`src/rtl/adc_capture_pkg.sv`:
```
// adc_capture shared types and defaults
// FSM state encoding plus default block parameters
package adc_capture_pkg;

  localparam int DEF_DATA_W       = 10;
  localparam int DEF_NUM_SAMPLES  = 2;
  localparam int DEF_CONV_TIMEOUT = 255;

  typedef enum logic [2:0] {
    IDLE,
    SOC,
    WAIT_BUSY,
    CONV,
    LATCH,
    DONE,
    ERR
  } state_t;

endpackage

```
`src/rtl/adc_capture_if.sv`:
```
// adc_capture ADC-side bus
// master = capture logic, slave = ADC
interface adc_capture_if #(
  parameter int DATA_W = 10
);

  logic              adc_soc;
  logic              adc_busy;
  logic [DATA_W-1:0] adc_data;

  modport master (
    output adc_soc,
    input  adc_busy,
    input  adc_data
  );

  modport slave (
    input  adc_soc,
    output adc_busy,
    output adc_data
  );

endinterface

```
`src/rtl/adc_capture_conv_timer.sv`:
```
// adc_capture phase timer
// counts cycles spent in one wait phase
module conv_timer #(
  parameter int TIMEOUT = 255
) (
  input  logic clk,
  input  logic rst_n,
  input  logic clear,
  input  logic enable,
  output logic expired
);

  localparam int CW = $clog2(TIMEOUT + 1);

  logic [CW-1:0] cnt;

  // high in the phase cycle whose edge brings the count to TIMEOUT
  assign expired = enable && (cnt == CW'(TIMEOUT - 1));

  always_ff @(posedge clk or negedge rst_n) begin
    if (!rst_n) begin
      cnt <= '0;
    end else if (clear) begin
      cnt <= '0;
    end else if (enable && !expired) begin
      cnt <= cnt + 1'b1;
    end
  end

endmodule

```
`src/rtl/adc_capture.sv`:
```
// adc_capture top: ADC handshake sequencer
// runs NUM_SAMPLES conversions and accumulates them
module adc_capture
  import adc_capture_pkg::*;
#(
  parameter int DATA_W       = DEF_DATA_W,
  parameter int NUM_SAMPLES  = DEF_NUM_SAMPLES,
  parameter int CONV_TIMEOUT = DEF_CONV_TIMEOUT
) (
  input  logic              clk,
  input  logic              rst_n,
  input  logic              start,
  input  logic              stop,
  adc_capture_if.master     adc,
  output logic [DATA_W-1:0] sample,
  output logic              eoc,
  output logic [DATA_W+2:0] sum,
  output logic              complete,
  output logic              timeout_err
);

  localparam int CNT_W = 4;

  state_t           state;
  logic [CNT_W-1:0] cnt;
  logic             tmr_en;
  logic             tmr_clear;
  logic             expired;

  assign tmr_en = (state == WAIT_BUSY) ||
                  (state == CONV);

  // restart when entering CONV from WAIT_BUSY
  assign tmr_clear = !tmr_en ||
                     ((state == WAIT_BUSY) &&
                      adc.adc_busy);

  conv_timer #(
    .TIMEOUT (CONV_TIMEOUT)
  ) u_timer (
    .clk     (clk),
    .rst_n   (rst_n),
    .clear   (tmr_clear),
    .enable  (tmr_en),
    .expired (expired)
  );

  always_ff @(posedge clk or negedge rst_n) begin
    if (!rst_n) begin
      state       <= IDLE;
      adc.adc_soc <= 1'b0;
      eoc         <= 1'b0;
      complete    <= 1'b0;
      timeout_err <= 1'b0;
      sample      <= '0;
      sum         <= '0;
      cnt         <= '0;
    end else begin
      adc.adc_soc <= 1'b0;
      eoc         <= 1'b0;
      unique case (state)
        IDLE, DONE, ERR: begin
          if (start) begin
            sum         <= '0;
            cnt         <= '0;
            complete    <= 1'b0;
            timeout_err <= 1'b0;
            adc.adc_soc <= 1'b1;
            state       <= SOC;
          end
        end
        SOC: begin
          if (stop) begin
            complete <= 1'b1;
            state    <= DONE;
          end else begin
            state <= WAIT_BUSY;
          end
        end
        WAIT_BUSY: begin
          if (stop) begin
            complete <= 1'b1;
            state    <= DONE;
          end else if (expired) begin
            timeout_err <= 1'b1;
            state       <= ERR;
          end else if (adc.adc_busy) begin
            state <= CONV;
          end
        end
        CONV: begin
          if (stop) begin
            complete <= 1'b1;
            state    <= DONE;
          end else if (expired) begin
            timeout_err <= 1'b1;
            state       <= ERR;
          end else if (!adc.adc_busy) begin
            // result is captured as LATCH is entered
            sample <= adc.adc_data;
            sum    <= sum + {3'b000, adc.adc_data};
            eoc    <= 1'b1;
            cnt    <= cnt + 1'b1;
            state  <= LATCH;
          end
        end
        LATCH: begin
          if (stop ||
              (cnt == CNT_W'(NUM_SAMPLES))) begin
            complete <= 1'b1;
            state    <= DONE;
          end else begin
            adc.adc_soc <= 1'b1;
            state       <= SOC;
          end
        end
        default: state <= IDLE;
      endcase
    end
  end

endmodule

```
`src/flat_wrapper.sv`:
```
// flat-port wrapper written by rule: the top's interface ports become plain ports
module adc_capture_flat import adc_capture_pkg::*;
#(
  parameter int DATA_W       = DEF_DATA_W,
  parameter int NUM_SAMPLES  = DEF_NUM_SAMPLES,
  parameter int CONV_TIMEOUT = DEF_CONV_TIMEOUT
)
  (clk, rst_n, start, stop, sample, eoc, sum, complete, timeout_err, adc_adc_soc, adc_adc_busy, adc_adc_data);
  adc_capture_if #(.DATA_W(DATA_W)) adc_i ();
  input  logic clk;
  input  logic rst_n;
  input  logic start;
  input  logic stop;
  output logic [DATA_W-1:0] sample;
  output logic eoc;
  output logic [DATA_W+2:0] sum;
  output logic complete;
  output logic timeout_err;
  output wire logic [$bits(adc_i.adc_soc)-1:0] adc_adc_soc;
  input wire logic [$bits(adc_i.adc_busy)-1:0] adc_adc_busy;
  input wire logic [$bits(adc_i.adc_data)-1:0] adc_adc_data;
  assign adc_adc_soc = adc_i.adc_soc;
  assign adc_i.adc_busy = adc_adc_busy;
  assign adc_i.adc_data = adc_adc_data;
  adc_capture #(.DATA_W(DATA_W), .NUM_SAMPLES(NUM_SAMPLES), .CONV_TIMEOUT(CONV_TIMEOUT)) u_core (.clk(clk), .rst_n(rst_n), .start(start), .stop(stop), .adc(adc_i), .sample(sample), .eoc(eoc), .sum(sum), .complete(complete), .timeout_err(timeout_err));
endmodule
```
`config.mk`:
```
export PLATFORM = sky130hd
export DESIGN_NAME = adc_capture_flat
export DESIGN_NICKNAME = d
export VERILOG_FILES = /design/src/rtl/adc_capture_pkg.sv /design/src/rtl/adc_capture_if.sv /design/src/rtl/adc_capture_conv_timer.sv /design/src/rtl/adc_capture.sv /design/src/flat_wrapper.sv
export SDC_FILE = /design/constraint.sdc
export NUM_CORES = 1
export LEC_CHECK = 0
export CAP_MARGIN = 20
export CORE_MARGIN = 2
export CORE_UTILIZATION = 40
export CTS_CLUSTER_DIAMETER = 80
export DETAILED_ROUTE_END_ITERATION = 10
export GPL_ROUTABILITY_DRIVEN = 0
export PLACE_DENSITY_LB_ADDON = 0.3
export SETUP_SLACK_MARGIN = 0.2
export SLEW_MARGIN = 0
export SYNTH_ARGS = -nofsm -noshare
export SYNTH_HDL_FRONTEND = slang
export SYNTH_SLANG_ARGS = --single-unit
```
`constraint.sdc`:
```
create_clock -name clk -period 1.8 [get_ports clk]
set_clock_uncertainty 0.15 [all_clocks]
set_input_delay 0.27 -clock clk [delete_from_list [all_inputs] [get_ports clk]]
set_output_delay 0.27 -clock clk [all_outputs]
set_load 0.02 [all_outputs]
```
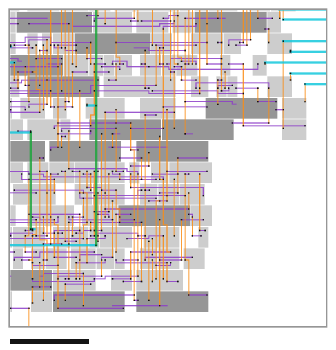
Figure 1: run 1, layout detail.
Bar = 10 um. Window x 42 to 82, y 1 to 41 um. Cells in gray, sequential cells in the stronger gray; small squares are vias.
cyan -> M3
green -> M4
purple -> M1
orange -> M2
cells with their middle in the window = 85
netlist names of flops here include = u_core.u_timer.cnt (7), u_core.cnt (2), u_core.sample (2)
sequential cells in the window = 14
most frequent = buf_4 (12), dfrtp_1 (12)

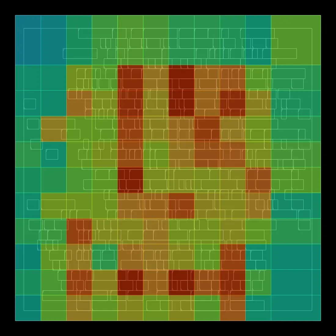
Figure 2: run 1, track usage over the die.
met1 usage: 27.87%
GRT met2 Usage: 34.60%
Final Core Density: 67.14%

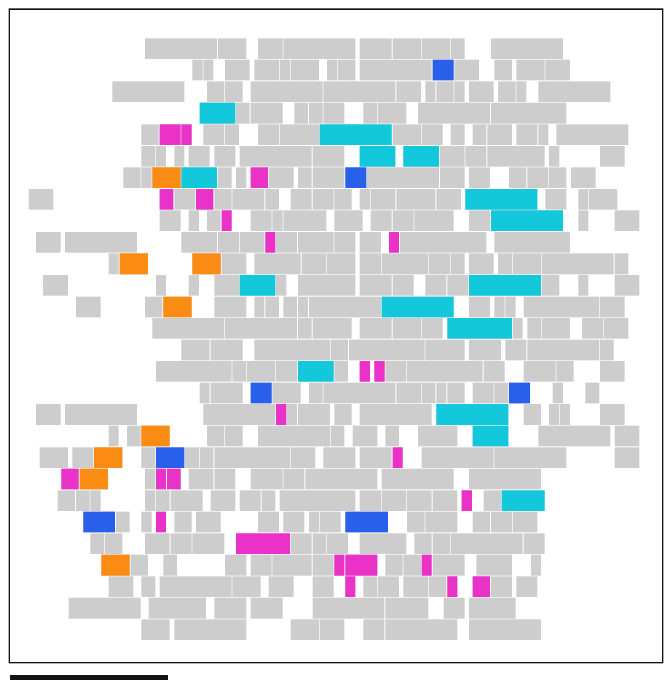
Figure 3: run 1, gate families picked out.
Bar = 20 um.
magenta -> nor cells  # cells 24, most used nor2_1
blue -> non-inverting ao/oa cells  # cells 7, most used a21o_1
cyan -> fa/ha/maj cells  # cells 15, most used ha_1
orange -> mux cells  # cells 8, most used mux2i_1

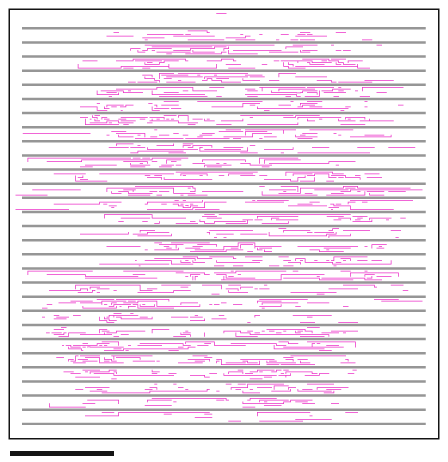
Figure 4: run 1, M1 wires.
Bar = 20 um. Supply wires on this layer in gray.
wire length on this layer = 3,140 um
nets with wire on the layer = 364

==> results_slide.txt, run 1 <==
Key Metrics from the Run

Clock network
  • TritonCTS sink count: 42
  • Clock Latency Late Sink: 0.31 ns
  • Root Driver: clkbuf_8
  • CTS tree: yes

Finish
  • NumNets Final: 412
  • Most frequent logic cell in the layout: buf_4
  • Ant diodes: 0
  • Area Growth Syn to Fin: 61.68%
  • Final instance area: 3975 sq um

Timing
  • Rel. slew slack: 77.11%
  • Post-layout min period: 2.014 ns
  • Final Hold Viols: 0
  • Hold slack: 0.2227 ns
  • Unrepaired setup endpoints after global routing: yes
  • Setup violators final: 26
  • Period utilization: 111.9%
  • Final Slew Violations: 0
  • Worst setup margin: -0.2140 ns

Pwr
  • Power Total: 5.348 mW
  • PwrDens: 1345 nW/um^2
  • Clock power share: 14.6%
  • Sw Ratio: 41.26%
  • Seq pwr share: 27.0%
  • P_leak: 1.873 nW
  • Comb pwr share: 58.4%

Synthesis
  • Area share, top type: 42.75%
  • Largest family of logic cells by area: simple AND/OR/NAND/NOR gates
  • Syn nets: 300
  • Area leader, netlist: dfrtp_1
  • Ys cells: 270
  • Top cells, area: dfrtp_1 43%, nand2_1 7.5%, ha_1 7.1%
  • Post-synthesis cell count: 270
  • Mean Syn Cell Area: 9.106 sq um
  • Register share after synthesis: 42.75%
  • Synth warn: 0
  • Area fraction in compound gates: 17.20%
  • Mapped Area: 2459 sq um

Die
  • Die height: 82.40 um
  • Initial Utilization: 41.53%
  • # IOs: 42
  • Core Region: 5921 sq um
  • Std-Cell Rows: 28
  • Die Span X: 82.40 um

Route
  • Drt drc: 0
  • Post-Route WL: 7042 um
  • Router iterations before antenna repair: 4
  • Detail Route Antenna Nets: 0
  • Initial drt markers: 107
  • Routed len/inst: 15.38 um
  • Vias/cell: 5.251

Global routing
  • First-pass GRT wire length: 10,810 um
  • Initial antenna violation count: 0
  • Number of global-route vias before repair: 2,274

Place
  • Post-DP Area: 3411 sq um
  • Port Buf Inserts: 41
  • Worst slack, placed: -0.6388 ns

Worst setup path
  • Worst Path Buf+Inv: 3
  • CP top delay family: adder cells
  • Largest stage delay, worst path: 0.39 ns
  • WP data arrival: 2.07 ns
  • Worst-path maximum fanout: 3
  • Crit path cell chain: ha_4 > inv_2 > fa_2 > nand2b_4 > a21oi_4 > buf_4 > buf_6 > nor2_2 > xor2_1 > o21ai_1
  • Crit path capture type: flip-flop

Run status
  • Failing checks: setup timing
  • Outcome: finished with violations

Run
  • Tool warnings: 31
  • Max Cap Viol: 0

Min path
  • HP Class: input pin to flip-flop
## run 1: metrics by stage
stage          TNS (ns)  utilization [%]  instances
2_1_floorplan   -0.4853                -        270
3_3_place_gp     -6.915            57.61        430
3_5_place_dp     -7.418            57.61        430
4_1_cts          -1.464            64.94        449
5_1_grt          -5.880            67.14        458
6_report         -1.936            67.14        458
## run 1: worst paths after layout
kind | startpoint | to | slack, ns | cells after the start
worst min register to register | u_core.sample[7]$_DFFE_PN0P_ | u_core.sample[7]$_DFFE_PN0P_ | 0.32 | 2
min in group asynchronous | rst_n | u_core.cnt[1]$_DFFE_PN0P_ | 0.23 | 2
worst min-delay path | adc_adc_data[0] | u_core.sample[0]$_DFFE_PN0P_ | 0.22 | 3
worst max-delay path | u_core.sum[0]$_DFFE_PN0P_ | u_core.sum[6]$_DFFE_PN0P_ | -0.21 | 10
max in group asynchronous | rst_n | u_core.sum[4]$_DFFE_PN0P_ | 0.81 | 3
worst max register to register | u_core.sum[0]$_DFFE_PN0P_ | u_core.sum[6]$_DFFE_PN0P_ | -0.21 | 10
## run 1: routing by layer
metal	up-vias	global-route usage [%]	routed length (um)
li1	1168	-	-
met1	1174	27.87	3143
met2	52	34.60	3502
met3	11	3.913	276
met4	0	7.000	120
met5	-	0	0
## run 1: Yosys cell counts, drive strengths merged
master   number
dfrtp        42
o2111ai       1
o221a         1
a2bb2oi       1
and2          1
or3           2
clkbuf        2
a221oi        1
xor2         12
and2b         1
inv           9
o41ai         1
ha           14
nor2b         2
nand4         3
o21bai        1
a21o          4
nor2         18
nand3b        1
a21boi        1
a21oi        20
o21a          1
buf           9
nor3          2
a211oi        3
a311oi        1
and3          5
fa            1
nand2b        6
a31oi         3
nand3        13
xnor2         3
o211ai        3
nand2        49
o21ai        19
a32o          1
a41oi         1
o31ai         1
mux2i         8
o22ai         1
nor3b         2
## run 1: state kept, by name, indices dropped and copies added (netlist names)
register            flops
u_core.complete         1
u_core.adc.adc_soc      1
u_core.sum             13
u_core.eoc              1
u_core.timeout_err      1
u_core.u_timer.cnt      8
u_core.sample          10
u_core.state            3
u_core.cnt              4
## run 1: what timing repair did
item	CTS	global route
pin swaps	42	20
gates resized	111	21
gates cloned	2	2
hold endpoints to repair	25	0
endpoints found under the setup margin	67	47
hold buffers	1	0
buffers inserted	8	7
## run 1: worst register-to-register path: cells and delay by family, from the launching register on
kind            cells  cell delay, ns
fa+ha+maj           2            0.49
flops               1            0.39
buf+inv             3            0.26
compound gates      2            0.28
xor+xnor            1            0.16
simple gates        2            0.19
## run 1: power groups by stage
stage	clock network (mW)	logic [mW]	registers [mW]
6_report	0.782	3.12	1.44
5_1_grt	0.817	3.41	1.48
4_1_cts	0.774	2.97	1.44
3_5_place_dp	0	2.75	1.44
3_3_place_gp	0	2.70	1.43
2_1_floorplan	0	1.31	1.71
## run 1: area by class of cell
cell class,instances,area (sq um),area share [%]
clock buffer,5,68.82,1.731
clock inverter,3,40.04,1.007
inverter,9,33.78,0.8499
multi-input combinational,208,1644,41.36
sequential,42,1060,26.66
tap,75,93.84,2.361
timing repair buffer,116,1035,26.03
--- run 2 (diff from run 1) ---
- GPL_TIMING_DRIVEN: default -> 0
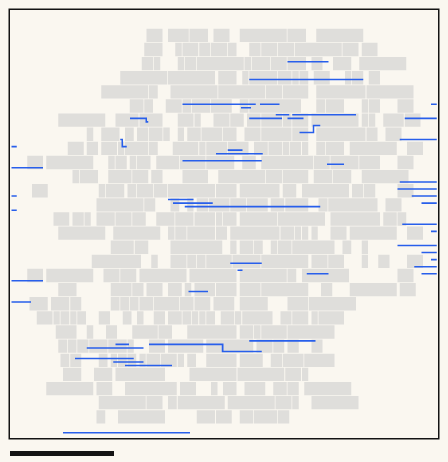
Figure 5: run 2, metal 3.
Bar = 20 um.
wire length on this layer = 337 um
nets with wire on the layer = 40
longest straight run = 25.8 um
Post-Route WL: 7208 um
vias: 2,347
global routing usage on met3: 4.022%

==> results_slide.txt, run 2 <==
Key Metrics from the Run

Die
  • Std-Cell Rows: 28
  • # IOs: 42
  • Initial Utilization: 41.53%
  • Core Region: 5921 sq um
  • DIE AREA: 6790 sq um
  • Die height: 82.40 um
  • Die Span X: 82.40 um

Synthesis
  • Mean Syn Cell Area: 9.106 sq um
  • Syn nets: 300
  • Post-synthesis cell count: 270
  • Ys flop type: dfrtp_1
  • Most common cell in the synthesized netlist: nand2_1
  • Area share, top type: 42.75%
  • Mapped Area: 2459 sq um
  • Register share after synthesis: 42.75%
  • Top cells by count: 49 x nand2_1, 42 x dfrtp_1, 20 x a21oi_1
  • Synth warn: 0
  • Post-synth EDFFs: 0
  • Share of flip-flops with an asynchronous set or reset: 100.0%
  • Ys cells: 270
  • Area leader, netlist: dfrtp_1
  • Top cells, area: dfrtp_1 43%, nand2_1 7.5%, ha_1 7.1%

Worst setup path
  • Crit path capture type: flip-flop
  • WP data arrival: 2.07 ns
  • Worst-path maximum fanout: 3
  • Worst reg2reg endpoint: u_core.sum[7]$_DFFE_PN0P_
  • R2R depth: 8
  • End point of the critical path: u_core.sum[7]$_DFFE_PN0P_
  • CP startpoint: u_core.sum[0]$_DFFE_PN0P_
  • FF-to-FF Start: u_core.sum[0]$_DFFE_PN0P_
  • Worst EP required: 1.85 ns
  • Crit start category: flip-flop
  • Reg2Reg Setup Slack: -0.22 ns

Finish
  • Final instance area: 3865 sq um
  • Largest register FFs: 13
  • NumNets Final: 381
  • Top reg by flops: u_core.sum
  • Most frequent logic cell in the layout: dfrtp_1
  • Fraction of layout cells with a size suffix above 1: 39.49%
  • Area Growth Syn to Fin: 57.20%
  • Biggest registers after layout: u_core.sum x13, u_core.sample x10, u_core.u_timer.cnt x8
  • Top Layout Cells: 36 x dfrtp_1, 30 x dlygate4sd2_1, 28 x nand2_1
  • Ant diodes: 0

Run status
  • Failing checks: setup timing
  • Outcome: finished with violations

Run
  • Tool warnings: 31
  • Max Cap Viol: 0

Timing
  • TNS Setup: -3.818 ns
  • Rel. slew slack: 54.31%
  • Setup violators final: 35
  • Unrepaired setup endpoints after global routing: yes
  • Fmax: 495.7 MHz
  • Worst setup margin: -0.2171 ns
  • Post-layout min period: 2.017 ns
  • Final Slew Violations: 0
  • Final Hold Viols: 0
  • Period utilization: 112.1%

Global routing
  • First-pass GRT wire length: 10,870 um
  • Initial antenna violation count: 0
  • Number of global-route vias before repair: 2,260
  • Global route overflow: 0

Route
  • Router iterations before antenna repair: 4
  • Vias/cell: 5.496
  • Detail Route Antenna Nets: 0
  • Routed len/inst: 16.88 um
  • Drt drc: 0
  • Initial drt markers: 117

Place
  • Post-DP Area: 3087 sq um
  • Worst slack, placed: -0.6440 ns
  • Dpl hpwl: 4029 um
  • Port Buf Inserts: 41

Pwr
  • PwrDens: 1350 nW/um^2
  • P_leak: 1.824 nW

Clock network
  • # H-tree levels: 2
  • CTS tree: yes
  • Clock Latency Late Sink: 0.31 ns
  • TritonCTS sink count: 42
  • Root Driver: clkbuf_8

Min path
  • HP Class: input pin to flip-flop
[run 2: worst min path at each step]
stage	start	endpoint	depth (start not counted)
after floorplan	rst_n	u_core.adc.adc_soc$_DFF_PN0_	0
after global placement	u_core.sample[2]$_DFFE_PN0P_	u_core.sample[2]$_DFFE_PN0P_	2
after detailed placement	rst_n	u_core.complete$_DFFE_PN0P_	1
after CTS	adc_adc_data[2]	u_core.sample[2]$_DFFE_PN0P_	3
after global routing	adc_adc_data[2]	u_core.sample[2]$_DFFE_PN0P_	3
final	adc_adc_data[2]	u_core.sample[2]$_DFFE_PN0P_	3
[run 2: critical path, cell delays in order (launching register included)]
cell,delay (ns)
dfrtp_2,0.43
ha_4,0.16
buf_4,0.13
a211oi_2,0.22
o21ai_2,0.15
a31oi_4,0.24
buf_4,0.15
xor2_1,0.19
o21ai_1,0.08
[run 2: routing by layer]
| layer | part of all wire [%] | global-route usage [%] | vias to the layer above | wire length (um) |
|---|---|---|---|---|
| li1 | - | - | 1111 | - |
| met1 | 43 | 27.16 | 1145 | 3131 |
| met2 | 50 | 34.84 | 79 | 3592 |
| met3 | 4.7 | 4.022 | 12 | 336 |
| met4 | 2.0 | 8.667 | 0 | 146 |
| met5 | 0 | 0 | - | 0 |
[run 2: per-stage QoR]
stage | util (%) | hold slack (ns) | power (mW) | instances
after floorplan | - | -0.1756 | 3.016 | 270
after global placement | 51.75 | 0.3075 | 3.774 | 386
after detailed placement | 52.13 | 0.1318 | 3.841 | 387
after CTS | 62.28 | 0.2392 | 4.888 | 420
after global routing | 65.28 | 0.2519 | 5.538 | 427
final | 65.28 | 0.2350 | 5.217 | 427
[run 2: cell type report]
cell class / count / area (sq um)
Buffer: 11 / 118.9
Clock buffer: 8 / 110.1
Fill cell: 439 / 2056
Inverter: 9 / 36.28
Multi-Input combinational cell: 208 / 1723
Sequential cell: 42 / 1059
Tap cell: 75 / 93.84
Timing Repair Buffer: 74 / 724.4
[run 2: kinds of logic (layout without fill, tap and decap cells)]
kind of cell	count (synthesis)	in the layout	share of synthesized area [%]
muxes	8	8	3.257
DFF	42	42	42.75
adders and majority gates	15	15	7.939
xor gates and xnor gates	15	15	5.344
buffers and inverters	20	102	3.715
and+or+nand+nor	105	105	19.80
AOI/OAI and AO/OA	65	65	17.20
[run 2: repair_timing]
action	in CTS	in global routing
hold buffers	1	0
setup buffers	18	7
setup endpoints to repair	66	44
gates resized	112	39
cloned	6	0
pin swaps	36	18
hold endpoints to repair	21	0
[run 2: power breakdown]
part | switching (mW) | leakage [nW] | internal, mW | total (mW)
clock | 0.362 | 0.0575 | 0.388 | 0.750
sequential | 0.265 | 0.552 | 1.23 | 1.49
combinational | 1.63 | 1.21 | 1.35 | 2.97
total | 2.26 | 1.82 | 2.96 | 5.22
Power is estimated from default activity; no workload was simulated.
